--- config.mk ---
export PLATFORM = sky130hd
export DESIGN_NAME = id_ex_stage
export DESIGN_NICKNAME = d
export VERILOG_FILES = /design/src/rtl/cpu_pkg.sv /design/src/rtl/id_ex_stage_reg_file.sv /design/src/rtl/id_ex_stage.sv
export SDC_FILE = /design/constraint.sdc
export NUM_CORES = 2
export LEC_CHECK = 0
export ABC_CLOCK_PERIOD_IN_PS = 2500
export CORE_ASPECT_RATIO = 1.2
export CORE_MARGIN = 2
export CORE_UTILIZATION = 55
export DETAILED_ROUTE_END_ITERATION = 12
export PLACE_DENSITY = 0.72
export SYNTH_ARGS = -nofsm -noshare
export SYNTH_HDL_FRONTEND = slang
export SYNTH_HIERARCHICAL = 1
export SYNTH_SLANG_ARGS = --single-unit
--- constraint.sdc ---
create_clock -name clk -period 2.5 [get_ports clk]
set_clock_uncertainty 0.2 [all_clocks]
set_input_delay 0.25 -clock clk [delete_from_list [all_inputs] [get_ports clk]]
set_output_delay 0.25 -clock clk [all_outputs]
set_load 0.03 [all_outputs]
--- src/rtl/cpu_pkg.sv ---
// cpu_pkg: shared ALU/bonus control codes, opcode/funct constants and the ID/EX bundle type.
package cpu_pkg;
   localparam int XLEN = 32;
   localparam int NREG = 32;
   localparam int AW   = 5;
   typedef enum logic [3:0] {
      ALU_AND  = 4'b0000,
      ALU_OR   = 4'b0001,
      ALU_ADD  = 4'b0010,
      ALU_SUB  = 4'b0110,
      ALU_COMP = 4'b0111,
      ALU_NOR  = 4'b1100,
      ALU_NAND = 4'b1101
   } alu_ctrl_e;
   typedef enum logic [2:0] {
      B_SLT  = 3'b000,
      B_SGT  = 3'b001,
      B_SLE  = 3'b010,
      B_SGE  = 3'b011,
      B_SNE  = 3'b100,
      B_SLTU = 3'b101,
      B_SEQ  = 3'b110
   } bonus_ctrl_e;
   localparam logic [5:0] OP_RTYPE = 6'h00;
   localparam logic [5:0] OP_ADDI  = 6'h08;
   localparam logic [5:0] OP_SLTI  = 6'h0A;
   localparam logic [5:0] OP_ANDI  = 6'h0C;
   localparam logic [5:0] OP_ORI   = 6'h0D;
   localparam logic [5:0] FN_ADD   = 6'h20;
   localparam logic [5:0] FN_SUB   = 6'h22;
   localparam logic [5:0] FN_AND   = 6'h24;
   localparam logic [5:0] FN_OR    = 6'h25;
   localparam logic [5:0] FN_NOR   = 6'h27;
   localparam logic [5:0] FN_SLT   = 6'h2A;
   localparam logic [5:0] FN_SLTU  = 6'h2B;
   typedef struct packed {
      logic            valid;
      logic [XLEN-1:0] src1;
      logic [XLEN-1:0] src2;
      alu_ctrl_e       alu;
      bonus_ctrl_e     bonus;
      logic [AW-1:0]   rd;
      logic            we;
   } idex_t;
   function automatic logic [XLEN-1:0] sext16(input logic [15:0] imm);
      return {{(XLEN-16){imm[15]}}, imm};
   endfunction
endpackage

--- src/rtl/id_ex_stage_reg_file.sv ---
// reg_file: 32x32 register file, two async read ports with write-before-read bypass, R0 hardwired to zero.
module reg_file
   import cpu_pkg::*;
(
   input  logic            clk,
   input  logic            rst_n,
   input  logic [AW-1:0]   rs_addr,
   input  logic [AW-1:0]   rt_addr,
   output logic [XLEN-1:0] rs_data,
   output logic [XLEN-1:0] rt_data,
   input  logic            wb_en,
   input  logic [AW-1:0]   wb_addr,
   input  logic [XLEN-1:0] wb_data
);
   logic [XLEN-1:0] r_mem [NREG];
   logic            w_wr;
   assign w_wr = wb_en && (wb_addr != '0);
   always_ff @(posedge clk or negedge rst_n) begin
      if (!rst_n) begin
         for (int i = 0; i < NREG; i++) r_mem[i] <= '0;
      end else if (w_wr) begin
         r_mem[wb_addr] <= wb_data;
      end
   end
   assign rs_data = (rs_addr == '0) ? '0 : (w_wr && wb_addr == rs_addr) ? wb_data : r_mem[rs_addr];
   assign rt_data = (rt_addr == '0) ? '0 : (w_wr && wb_addr == rt_addr) ? wb_data : r_mem[rt_addr];
endmodule

--- src/rtl/id_ex_stage.sv ---
// id_ex_stage: decodes one instruction per cycle, reads operands and registers the ID/EX bundle for the ALU.
module id_ex_stage
   import cpu_pkg::*;
(
   input  logic            clk,
   input  logic            rst_n,
   input  logic            id_valid,
   output logic            id_ready,
   input  logic [31:0]     instr,
   input  logic            stall,
   input  logic            flush,
   input  logic            wb_en,
   input  logic [AW-1:0]   wb_addr,
   input  logic [XLEN-1:0] wb_data,
   output logic            ex_valid,
   output logic [XLEN-1:0] ex_src1,
   output logic [XLEN-1:0] ex_src2,
   output logic [3:0]      ex_alu_ctrl,
   output logic [2:0]      ex_bonus_ctrl,
   output logic [AW-1:0]   ex_rd,
   output logic            ex_we,
   output logic            illegal
);
   logic [5:0]      w_op, w_fn;
   logic [AW-1:0]   w_rs, w_rt, w_rd;
   logic [15:0]     w_imm;
   logic [XLEN-1:0] w_rs_data, w_rt_data;
   logic            w_legal;
   idex_t           w_dec, r_ex;
   logic            r_illegal;
   assign w_op  = instr[31:26];
   assign w_rs  = instr[25:21];
   assign w_rt  = instr[20:16];
   assign w_rd  = instr[15:11];
   assign w_fn  = instr[5:0];
   assign w_imm = instr[15:0];
   reg_file u_rf (
      .clk     (clk),
      .rst_n   (rst_n),
      .rs_addr (w_rs),
      .rt_addr (w_rt),
      .rs_data (w_rs_data),
      .rt_data (w_rt_data),
      .wb_en   (wb_en),
      .wb_addr (wb_addr),
      .wb_data (wb_data)
   );
   always_comb begin
      w_dec       = '0;
      w_legal     = 1'b1;
      w_dec.src1  = w_rs_data;
      w_dec.src2  = w_rt_data;
      w_dec.rd    = w_rt;
      w_dec.alu   = ALU_ADD;
      w_dec.bonus = B_SLT;
      case (w_op)
         OP_RTYPE: begin
            w_dec.rd = w_rd;
            case (w_fn)
               FN_ADD:  w_dec.alu = ALU_ADD;
               FN_SUB:  w_dec.alu = ALU_SUB;
               FN_AND:  w_dec.alu = ALU_AND;
               FN_OR:   w_dec.alu = ALU_OR;
               FN_NOR:  w_dec.alu = ALU_NOR;
               FN_SLT:  w_dec.alu = ALU_COMP;
               FN_SLTU: begin
                  w_dec.alu   = ALU_COMP;
                  w_dec.bonus = B_SLTU;
               end
               default: w_legal = 1'b0;
            endcase
         end
         OP_ADDI: w_dec.src2 = sext16(w_imm);
         OP_SLTI: begin
            w_dec.alu  = ALU_COMP;
            w_dec.src2 = sext16(w_imm);
         end
         OP_ANDI: begin
            w_dec.alu  = ALU_AND;
            w_dec.src2 = {16'h0, w_imm};
         end
         OP_ORI: begin
            w_dec.alu  = ALU_OR;
            w_dec.src2 = {16'h0, w_imm};
         end
         default: w_legal = 1'b0;
      endcase
      w_dec.valid = w_legal;
      w_dec.we    = w_legal && (w_dec.rd != '0);
   end
   // flush beats stall; an illegal or absent instruction loads an all-zero bubble
   always_ff @(posedge clk or negedge rst_n) begin
      if (!rst_n) begin
         r_ex      <= '0;
         r_illegal <= 1'b0;
      end else begin
         r_illegal <= id_valid && !stall && !flush && !w_legal;
         if (flush) r_ex <= '0;
         else if (!stall) r_ex <= (id_valid && w_legal) ? w_dec : '0;
      end
   end
   assign id_ready      = ~stall;
   assign ex_valid      = r_ex.valid;
   assign ex_src1       = r_ex.src1;
   assign ex_src2       = r_ex.src2;
   assign ex_alu_ctrl   = r_ex.alu;
   assign ex_bonus_ctrl = r_ex.bonus;
   assign ex_rd         = r_ex.rd;
   assign ex_we         = r_ex.we;
   assign illegal       = r_illegal;
endmodule

final_clocks.png
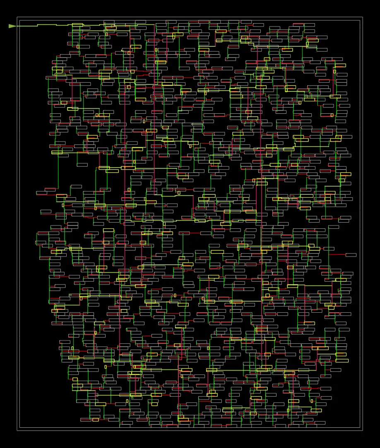
number of clock-tree buffers in the layout: 173
number of sinks on the clock net: 1101
Clock Power: 0.0177 W

met4.png
(1 px per micron)
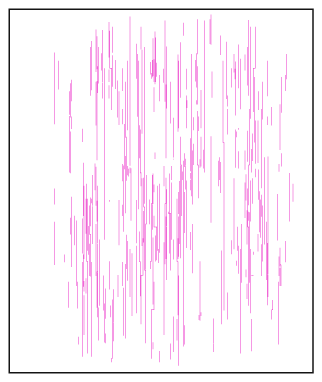
- nets with wire on the layer: 171
- share of all routed wire: 6.2%
- wire length on this layer: 12800 microns
- longest straight run: 186 microns
- main direction: vertical

pins.png
(1 px per micron) Pins as bars across the die edge, other pins in gray.
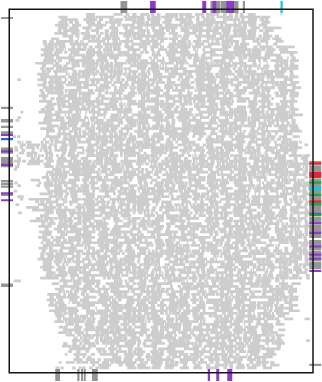
- wb_en: blue (pins 1; direction input; edge left)
- ex_rd: red (pins 5; direction output; edge right)
- ex_src1: purple (pins 32; direction output; edge 12 top, 8 right, 7 bottom, 5 left)
- ex_bonus_ctrl: cyan (pins 3; direction output; edge 2 right, 1 top)
- ex_alu_ctrl: green (pins 4; direction output; edge right)
- all pins by edge: 73 right, 37 top, 28 left, 17 bottom

metal_stack.png
(1 px per micron) Only two layers are drawn.
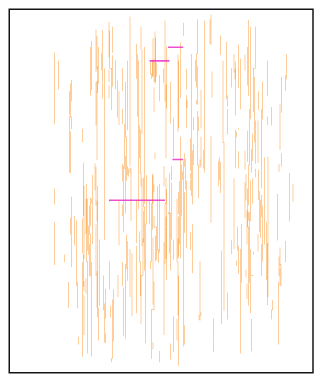
- met5: magenta (wire length 95.7 microns)
- met4: orange (wire length 12800 microns)

==> Changelog: implementation <==
## Flow update

* Register with the most flip-flops: u_rf/r_mem
* Net count entering floorplan at about 4200
* GRT Overall Usage at 0.382
* Non-Clock Buffer Area Fraction at 0.112
* Seq pwr share at 0.451
* GRT Residual Overflow at 0
* Number of cell instances after yosys synthesis at a little over 4000
* Tmin final at 2490 ps
* Worst setup path endpoint: ex_src2[1]
* Count of cell instances traversed by the critical path at 1
* DR WL met3 at about 25000 microns
* Met2 GRT Util at 0.567
* Number of enable flip-flop cells at 0
* Most numerous cell in the Yosys netlist: sky130_fd_sc_hd__dfrtp_1
* Multiplexer fraction of the synthesized cell area at 0.391
* Area used by sequential logic in the layout at roughly 0.028 sq mm
* Run status: finished, final reports clean
* # Max-Cap Violations at 0
* Leading register cell type out of synthesis: sky130_fd_sc_hd__dfrtp_1
* Placement-stage cell area at between 0.06 and 0.07 sq mm
* Critical setup path kind: flip-flop to primary output
* Share of layout cells above drive strength 1 at 0.494
* CTS tree: built
* Internal Dissipation at about 0.038 W
* Max Used Layer: met5
* Hold wc startpoint: id_valid
* CTS Buf Count at 111
-- layout by cell type, fill, tap and decap left out, types with 51 or more instances in the layout --
cell type	instances
sky130_fd_sc_hd__clkbuf_16	113
sky130_fd_sc_hd__nand2_1	111
sky130_fd_sc_hd__a32o_1	87
sky130_fd_sc_hd__mux2_2	1048
sky130_fd_sc_hd__o22ai_1	87
sky130_fd_sc_hd__clkdlybuf4s50_1	138
sky130_fd_sc_hd__dfrtp_1	1101
sky130_fd_sc_hd__buf_4	372
sky130_fd_sc_hd__mux2i_1	242
sky130_fd_sc_hd__buf_12	177
sky130_fd_sc_hd__a211oi_1	51
sky130_fd_sc_hd__mux4_2	374
-- cell families after synthesis --
kind of cell / after synthesis
compound gates: 508
xor+xnor: 11
buf+inv: 482
flops: 1101
mux: 1690
other cells: 1
simple gates: 330
Power and IR drop assume default switching activity.
